ff_map.png
Other sequential cells in the stronger gray, the rest of the logic in the fainter gray.
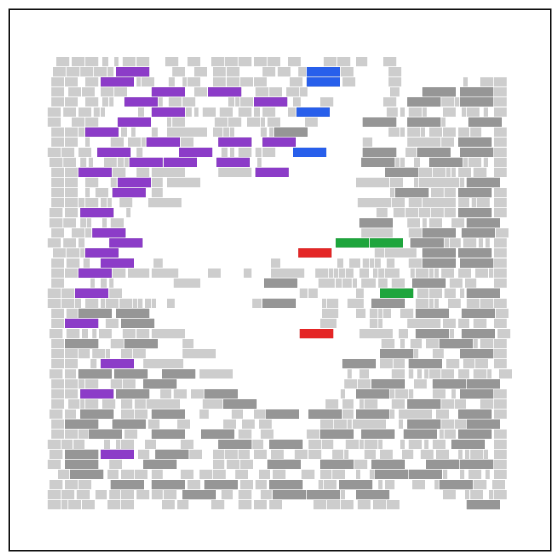
placed.png
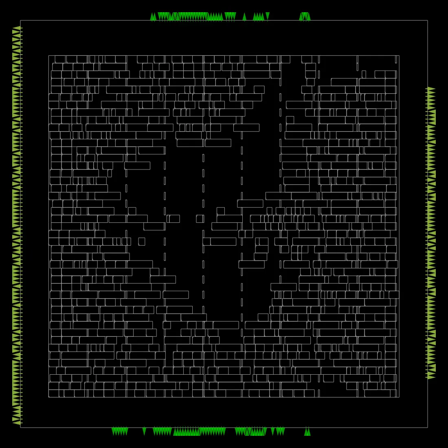
closeup.png
The bar under the picture is 20 µm long. Region (11, 11) to (61, 61) µm. Cells in gray, sequential cells in the stronger gray; small squares are vias.
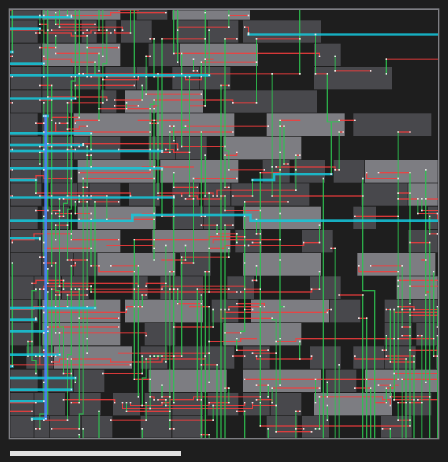
class_map.png
Fill, decap, tap and diode cells in gray.
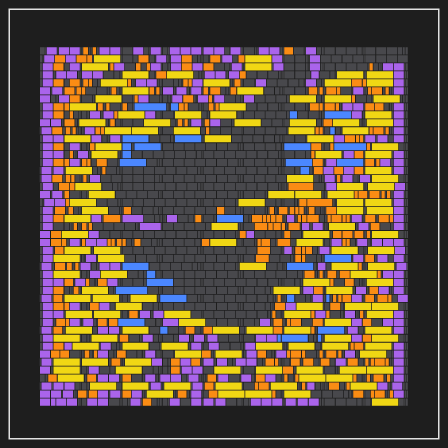
[src/rtl/otter_mem_arb_pkg.sv]
// Shared types and constants for the OTTER imem/dmem memory arbiter.
package otter_mem_arb_pkg;

  typedef enum logic [1:0] {IDLE, ISSUE, WAIT, RESP} arb_state_t;

  typedef enum logic {OWN_IMEM = 1'b0, OWN_DMEM = 1'b1} owner_t;

  // Wide enough to count 1..4, the legal memory latency range.
  localparam int LAT_CNT_W = 3;

endpackage

[src/rtl/otter_arb_pick2.sv]
// Combinational two-way picker: req[0] = imem, req[1] = dmem; grant 1 selects dmem.
// With rr_mode set, a contended pick goes to the port that was not served last.
module otter_arb_pick2 (
  input  logic [1:0] req,
  input  logic       last,
  input  logic       rr_mode,
  output logic       grant
);

  always_comb begin
    grant = 1'b0;
    if (req == 2'b11) begin
      grant = rr_mode ? ~last : 1'b1;
    end else begin
      grant = req[1];
    end
  end

endmodule

[src/rtl/otter_mem_arbiter.sv]
// Serialises the OTTER fetch and data ports onto one single-ported fixed-latency RAM.
// Define OTTER_ARB_RR_EN for round-robin arbitration; otherwise dmem has fixed priority.
module otter_mem_arbiter
  import otter_mem_arb_pkg::*;
#(
  parameter int ADDR_W      = 32,
  parameter int DATA_W      = 32,
  parameter int MEM_LATENCY = 1
) (
  input  logic                  clk,
  input  logic                  rst,
  input  logic                  i_req,
  input  logic [ADDR_W-1:0]     i_addr,
  output logic [DATA_W-1:0]     i_rdata,
  output logic                  i_ack,
  input  logic                  d_req,
  input  logic                  d_we,
  input  logic [DATA_W/8-1:0]   d_strb,
  input  logic [ADDR_W-1:0]     d_addr,
  input  logic [DATA_W-1:0]     d_wdata,
  output logic [DATA_W-1:0]     d_rdata,
  output logic                  d_ack,
  output logic                  m_en,
  output logic                  m_we,
  output logic [DATA_W/8-1:0]   m_strb,
  output logic [ADDR_W-1:0]     m_addr,
  output logic [DATA_W-1:0]     m_wdata,
  input  logic [DATA_W-1:0]     m_rdata,
  output logic                  busy,
  output logic                  owner
);

  localparam int STRB_W = DATA_W / 8;
  localparam logic [LAT_CNT_W-1:0] LAT_LAST = LAT_CNT_W'(MEM_LATENCY);

`ifdef OTTER_ARB_RR_EN
  localparam logic RR_MODE = 1'b1;
`else
  localparam logic RR_MODE = 1'b0;
`endif

  arb_state_t            state_reg, state_next;
  logic [LAT_CNT_W-1:0]  cnt_reg, cnt_next;
  owner_t                owner_reg, owner_next;
  logic                  we_reg, we_next;
  logic                  m_en_reg, m_en_next;
  logic                  m_we_reg, m_we_next;
  logic [STRB_W-1:0]     m_strb_reg, m_strb_next;
  logic [ADDR_W-1:0]     m_addr_reg, m_addr_next;
  logic [DATA_W-1:0]     m_wdata_reg, m_wdata_next;
  logic [DATA_W-1:0]     i_rdata_reg, i_rdata_next;
  logic                  i_ack_reg, i_ack_next;
  logic [DATA_W-1:0]     d_rdata_reg, d_rdata_next;
  logic                  d_ack_reg, d_ack_next;
  logic                  busy_reg, busy_next;
  logic                  grant;

  // owner_reg doubles as the last-served port for round robin.
  otter_arb_pick2 u_pick (
    .req     ({d_req, i_req}),
    .last    (owner_reg),
    .rr_mode (RR_MODE),
    .grant   (grant)
  );

  always_ff @(posedge clk or posedge rst) begin
    if (rst) begin
      state_reg   <= IDLE;
      cnt_reg     <= '0;
      owner_reg   <= OWN_IMEM;
      we_reg      <= 1'b0;
      m_en_reg    <= 1'b0;
      m_we_reg    <= 1'b0;
      m_strb_reg  <= '0;
      m_addr_reg  <= '0;
      m_wdata_reg <= '0;
      i_rdata_reg <= '0;
      i_ack_reg   <= 1'b0;
      d_rdata_reg <= '0;
      d_ack_reg   <= 1'b0;
      busy_reg    <= 1'b0;
    end else begin
      state_reg   <= state_next;
      cnt_reg     <= cnt_next;
      owner_reg   <= owner_next;
      we_reg      <= we_next;
      m_en_reg    <= m_en_next;
      m_we_reg    <= m_we_next;
      m_strb_reg  <= m_strb_next;
      m_addr_reg  <= m_addr_next;
      m_wdata_reg <= m_wdata_next;
      i_rdata_reg <= i_rdata_next;
      i_ack_reg   <= i_ack_next;
      d_rdata_reg <= d_rdata_next;
      d_ack_reg   <= d_ack_next;
      busy_reg    <= busy_next;
    end
  end

  always_comb begin
    state_next   = state_reg;
    cnt_next     = cnt_reg;
    owner_next   = owner_reg;
    we_next      = we_reg;
    m_en_next    = 1'b0;
    m_we_next    = 1'b0;
    m_strb_next  = '0;
    m_addr_next  = m_addr_reg;
    m_wdata_next = m_wdata_reg;
    i_rdata_next = i_rdata_reg;
    i_ack_next   = 1'b0;
    d_rdata_next = d_rdata_reg;
    d_ack_next   = 1'b0;
    busy_next    = busy_reg;

    case (state_reg)
      IDLE: begin
        if (i_req || d_req) begin
          owner_next   = owner_t'(grant);
          we_next      = grant & d_we;
          m_en_next    = 1'b1;
          m_we_next    = grant & d_we;
          m_strb_next  = (grant && d_we) ? d_strb : '0;
          m_addr_next  = grant ? d_addr : i_addr;
          m_wdata_next = grant ? d_wdata : '0;
          busy_next    = 1'b1;
          state_next   = ISSUE;
        end
      end
      ISSUE: begin
        cnt_next   = LAT_CNT_W'(1);
        state_next = WAIT;
      end
      WAIT: begin
        if (cnt_reg == LAT_LAST) begin
          cnt_next   = '0;
          state_next = RESP;
          if (owner_reg == OWN_DMEM) begin
            d_ack_next   = 1'b1;
            d_rdata_next = we_reg ? '0 : m_rdata;
          end else begin
            i_ack_next   = 1'b1;
            i_rdata_next = m_rdata;
          end
        end else begin
          cnt_next = cnt_reg + LAT_CNT_W'(1);
        end
      end
      RESP: begin
        // Read data is only meaningful alongside ack, so drop it back to zero.
        i_rdata_next = '0;
        d_rdata_next = '0;
        busy_next    = 1'b0;
        state_next   = IDLE;
      end
      default: state_next = IDLE;
    endcase
  end

  assign m_en    = m_en_reg;
  assign m_we    = m_we_reg;
  assign m_strb  = m_strb_reg;
  assign m_addr  = m_addr_reg;
  assign m_wdata = m_wdata_reg;
  assign i_rdata = i_rdata_reg;
  assign i_ack   = i_ack_reg;
  assign d_rdata = d_rdata_reg;
  assign d_ack   = d_ack_reg;
  assign busy    = busy_reg;
  assign owner   = owner_reg;

endmodule

[config.mk]
export PLATFORM = sky130hd
export DESIGN_NAME = otter_mem_arbiter
export DESIGN_NICKNAME = d
export VERILOG_FILES = /design/src/rtl/otter_mem_arb_pkg.sv /design/src/rtl/otter_arb_pick2.sv /design/src/rtl/otter_mem_arbiter.sv
export SDC_FILE = /design/constraint.sdc
export NUM_CORES = 1
export LEC_CHECK = 0
export CAP_MARGIN = 20
export CORE_MARGIN = 10
export CORE_UTILIZATION = 37
export CTS_CLUSTER_DIAMETER = 60
export DETAILED_ROUTE_END_ITERATION = 12
export PLACE_DENSITY = 0.83
export SLEW_MARGIN = 0
export SYNTH_ARGS = -nofsm -noshare
export SYNTH_HDL_FRONTEND = slang
export SYNTH_SLANG_ARGS = --single-unit
[constraint.sdc]
create_clock -name clk -period 4.6 [get_ports clk]
set_input_delay 0.46 -clock clk [delete_from_list [all_inputs] [get_ports clk]]
set_output_delay 0.46 -clock clk [all_outputs]
set_load 0.05 [all_outputs]
==> results.md <==
| Stage | Item | Value |
|---|---|---|
| critical path | Critical register-to-register path endpoint | i_rdata[23]$_DFFE_PP0P_ |
| routing | Via density | 4.82 |
| timing | Slew @ Worst Pin | 0.918 ns |
| logic synthesis | Summed instance area of the synthesized netlist | 5860 µm² |
| global route | Global routing met3 resource utilization | 10.0% |
| routing | Total routed wirelength | 18100 µm |
| pwr | Switching fraction of total power | 46.3% |
| clock network | Number of clock sinks seen by CTS | 144 |
| run status | Run status | finished clean |
| logic synthesis | Post-Synth XOR/XNOR Area | 0% |
| floorplanning | Chip Width | 146 µm |
| timing | RSZ-0062 raised after global routing | false |
| floorplanning | Fp util | 38.1% |
| final layout | Multi-input gates | 297 |
| timing | Setup_tns | 0 ns |
| critical path | Critical path launch point type | register |
| floorplanning | Chip area | 21300 µm² |
| global route | Global-route usage over all layers | 16.6% |
| routing | Via count | 4705 |
| pwr | Maximum ir drop on the vdd rail | 0.452 mV |
| logic synthesis | Largest type area fraction | 61.5% |
| critical path | Worst reg2reg path depth | 6 |
| routing | ANT nets after route | 0 |
| placed design | Final Wtd Congestion | 0.786 |
| final layout | Layout cell share with drive strength beyond 1 | 6.54% |
| min path | End point of the worst hold path | m_addr[14]$_DFFE_PP0P_ |
| clock network | CTS tree | done |
| logic synthesis | Flops & latches, synth | 144 |
| min path | Hold-critical path depth | 2 |
| pwr | Top power group | combinational logic |
| logic synthesis | Mux share of post-synthesis cell area | 11.3% |
| logic synthesis | Primary FF master, synth | dfrtp_1 |
| placed design | Count of input and output buffers | 274 |
| timing | Final number of hold-violating endpoints | 0 |
| routing | Wire length on met3 | 2250 µm |
| final layout | Number of ordinary and repair buffers in the finished layout | 285 |
| final layout | Number of logic inverters in the finished layout | 7 |
| placed design | Cell count after placement | 943 |
| flow run | Number of maximum-capacitance constraint violations | 0 |
| global route | Total overflow reported by the global router | 0 |
| clock network | Source-to-sink clock delay at the later pin of the worst-skew pair | 0.41 ns |
| floorplanning | Die outline height | 146 µm |
| routing | Number of search-and-repair iterations in the first detailed-routing pass | 4 |
| final layout | Count of fill cells added during filler insertion | 1238 |
| placed design | Pre-CTS WS | 2.11 ns |
| global route | Grt peak-use layer | met2 |
| critical path | Startpoint-to-endpoint class of the critical path | register to register |
| timing | Worst slew margin | 38.8% |
| routing | Violation count after the first detailed-routing iteration | 188 |
| clock network | Number of buffers inserted for hold repair after clock tree synthesis | 0 |
| placed design | Total placed instance area | 8780 µm² |
| timing | Worst Setup Slack, final | 2.17 ns |
| flow run | Number of warnings in the stage logs | 31 |
| logic synthesis | Count of warnings emitted by yosys | 0 |
| final layout | Largest cell class by area | registers |
| pwr | Total clock network power | 1.38 mW |
| logic synthesis | Fraction of registers with async set or reset after synthesis | 100% |
| final layout | Final Cell Area | 9400 µm² |
| final layout | Fraction of area in multi-input gates | 21.8% |
| clock network | Root Driver | clkbuf_16 |
| final layout | Number of nets in the layout | 892 |
| final layout | Comb area | 2050 µm² |
| global route | Global Route met1 Usage | 19.1% |
| critical path | Timing startpoint of the critical path | state_reg[0]$_DFFE_PP0P_ |
| floorplanning | I/O pin total | 275 |
| final layout | Final Instance Count excl. Fillers | 977 |
| routing | Highest metal layer with signal wires | met4 |
| clock network | Number of buffers added for setup after CTS | 0 |
| global route | Via count of the first global-routing pass | 4897 |
| critical path | Required time of the critical path | 4.95 ns |
| pwr | Net Sw Power | 3.44 mW |
| logic synthesis | Proportion of synthesized chip area in sequential cells | 61.5% |
| pwr | Combinational group share of total power | 54.2% |
| logic synthesis | Area fraction in and, or, nand and nor cells | 9.07% |
| pwr | Power share of the clock group | 18.5% |
| timing | Number of endpoints failing setup at the final stage | 0 |
| critical path | Worst reg2reg startpoint | state_reg[0]$_DFFE_PP0P_ |
| critical path | Peak per-stage delay on the critical path | 0.78 ns |
| critical path | Max Fanout on Critical Path | 17 |
| logic synthesis | Distinct lib cells used | 33 |
| final layout | Clock Buffer Count | 20 |
| critical path | Family with the most delay on the worst path | simple AND/OR/NAND/NOR gates |
| routing | Amount of wire on met2 after detailed routing | 8340 µm |
| timing | Post-route clock skew | 0.00930 ns |
## Picture notes: ff_map.png
color	netlist name	sequential cells
purple	m_addr	32
red	state_reg	2
green	cnt_reg	3
blue	m_strb	4
Layout Utilization: 61.2%
power consumed by sequential cells: 2.03 mW
flip-flop and latch share of the layout cell area: 38.3%
sequential standard cell area: 3600 µm²

## Picture notes: placed.png
Well Taps: 211
Flops: 144
cell row count: 45

## Picture notes: closeup.png
color	layer
red	M1
green	M2
cyan	M3
blue	M4
most frequent	clkdlybuf4s50_1 (61), dfrtp_1 (28), a22o_1 (24)
netlist names of flops here include	m_wdata (25), m_addr (3)
sequential cells in the window	28
cells with their middle in the window	135

## Picture notes: class_map.png
color	class	cells	share of their area
purple	remaining buffers and delay cells	285	31%
blue	clock drivers and dummy loads	32	6.5%
orange	remaining logic cells	304	23%
yellow	sequential cells	144	39%

No activity file was given, so power comes from the tool's default toggle rates.
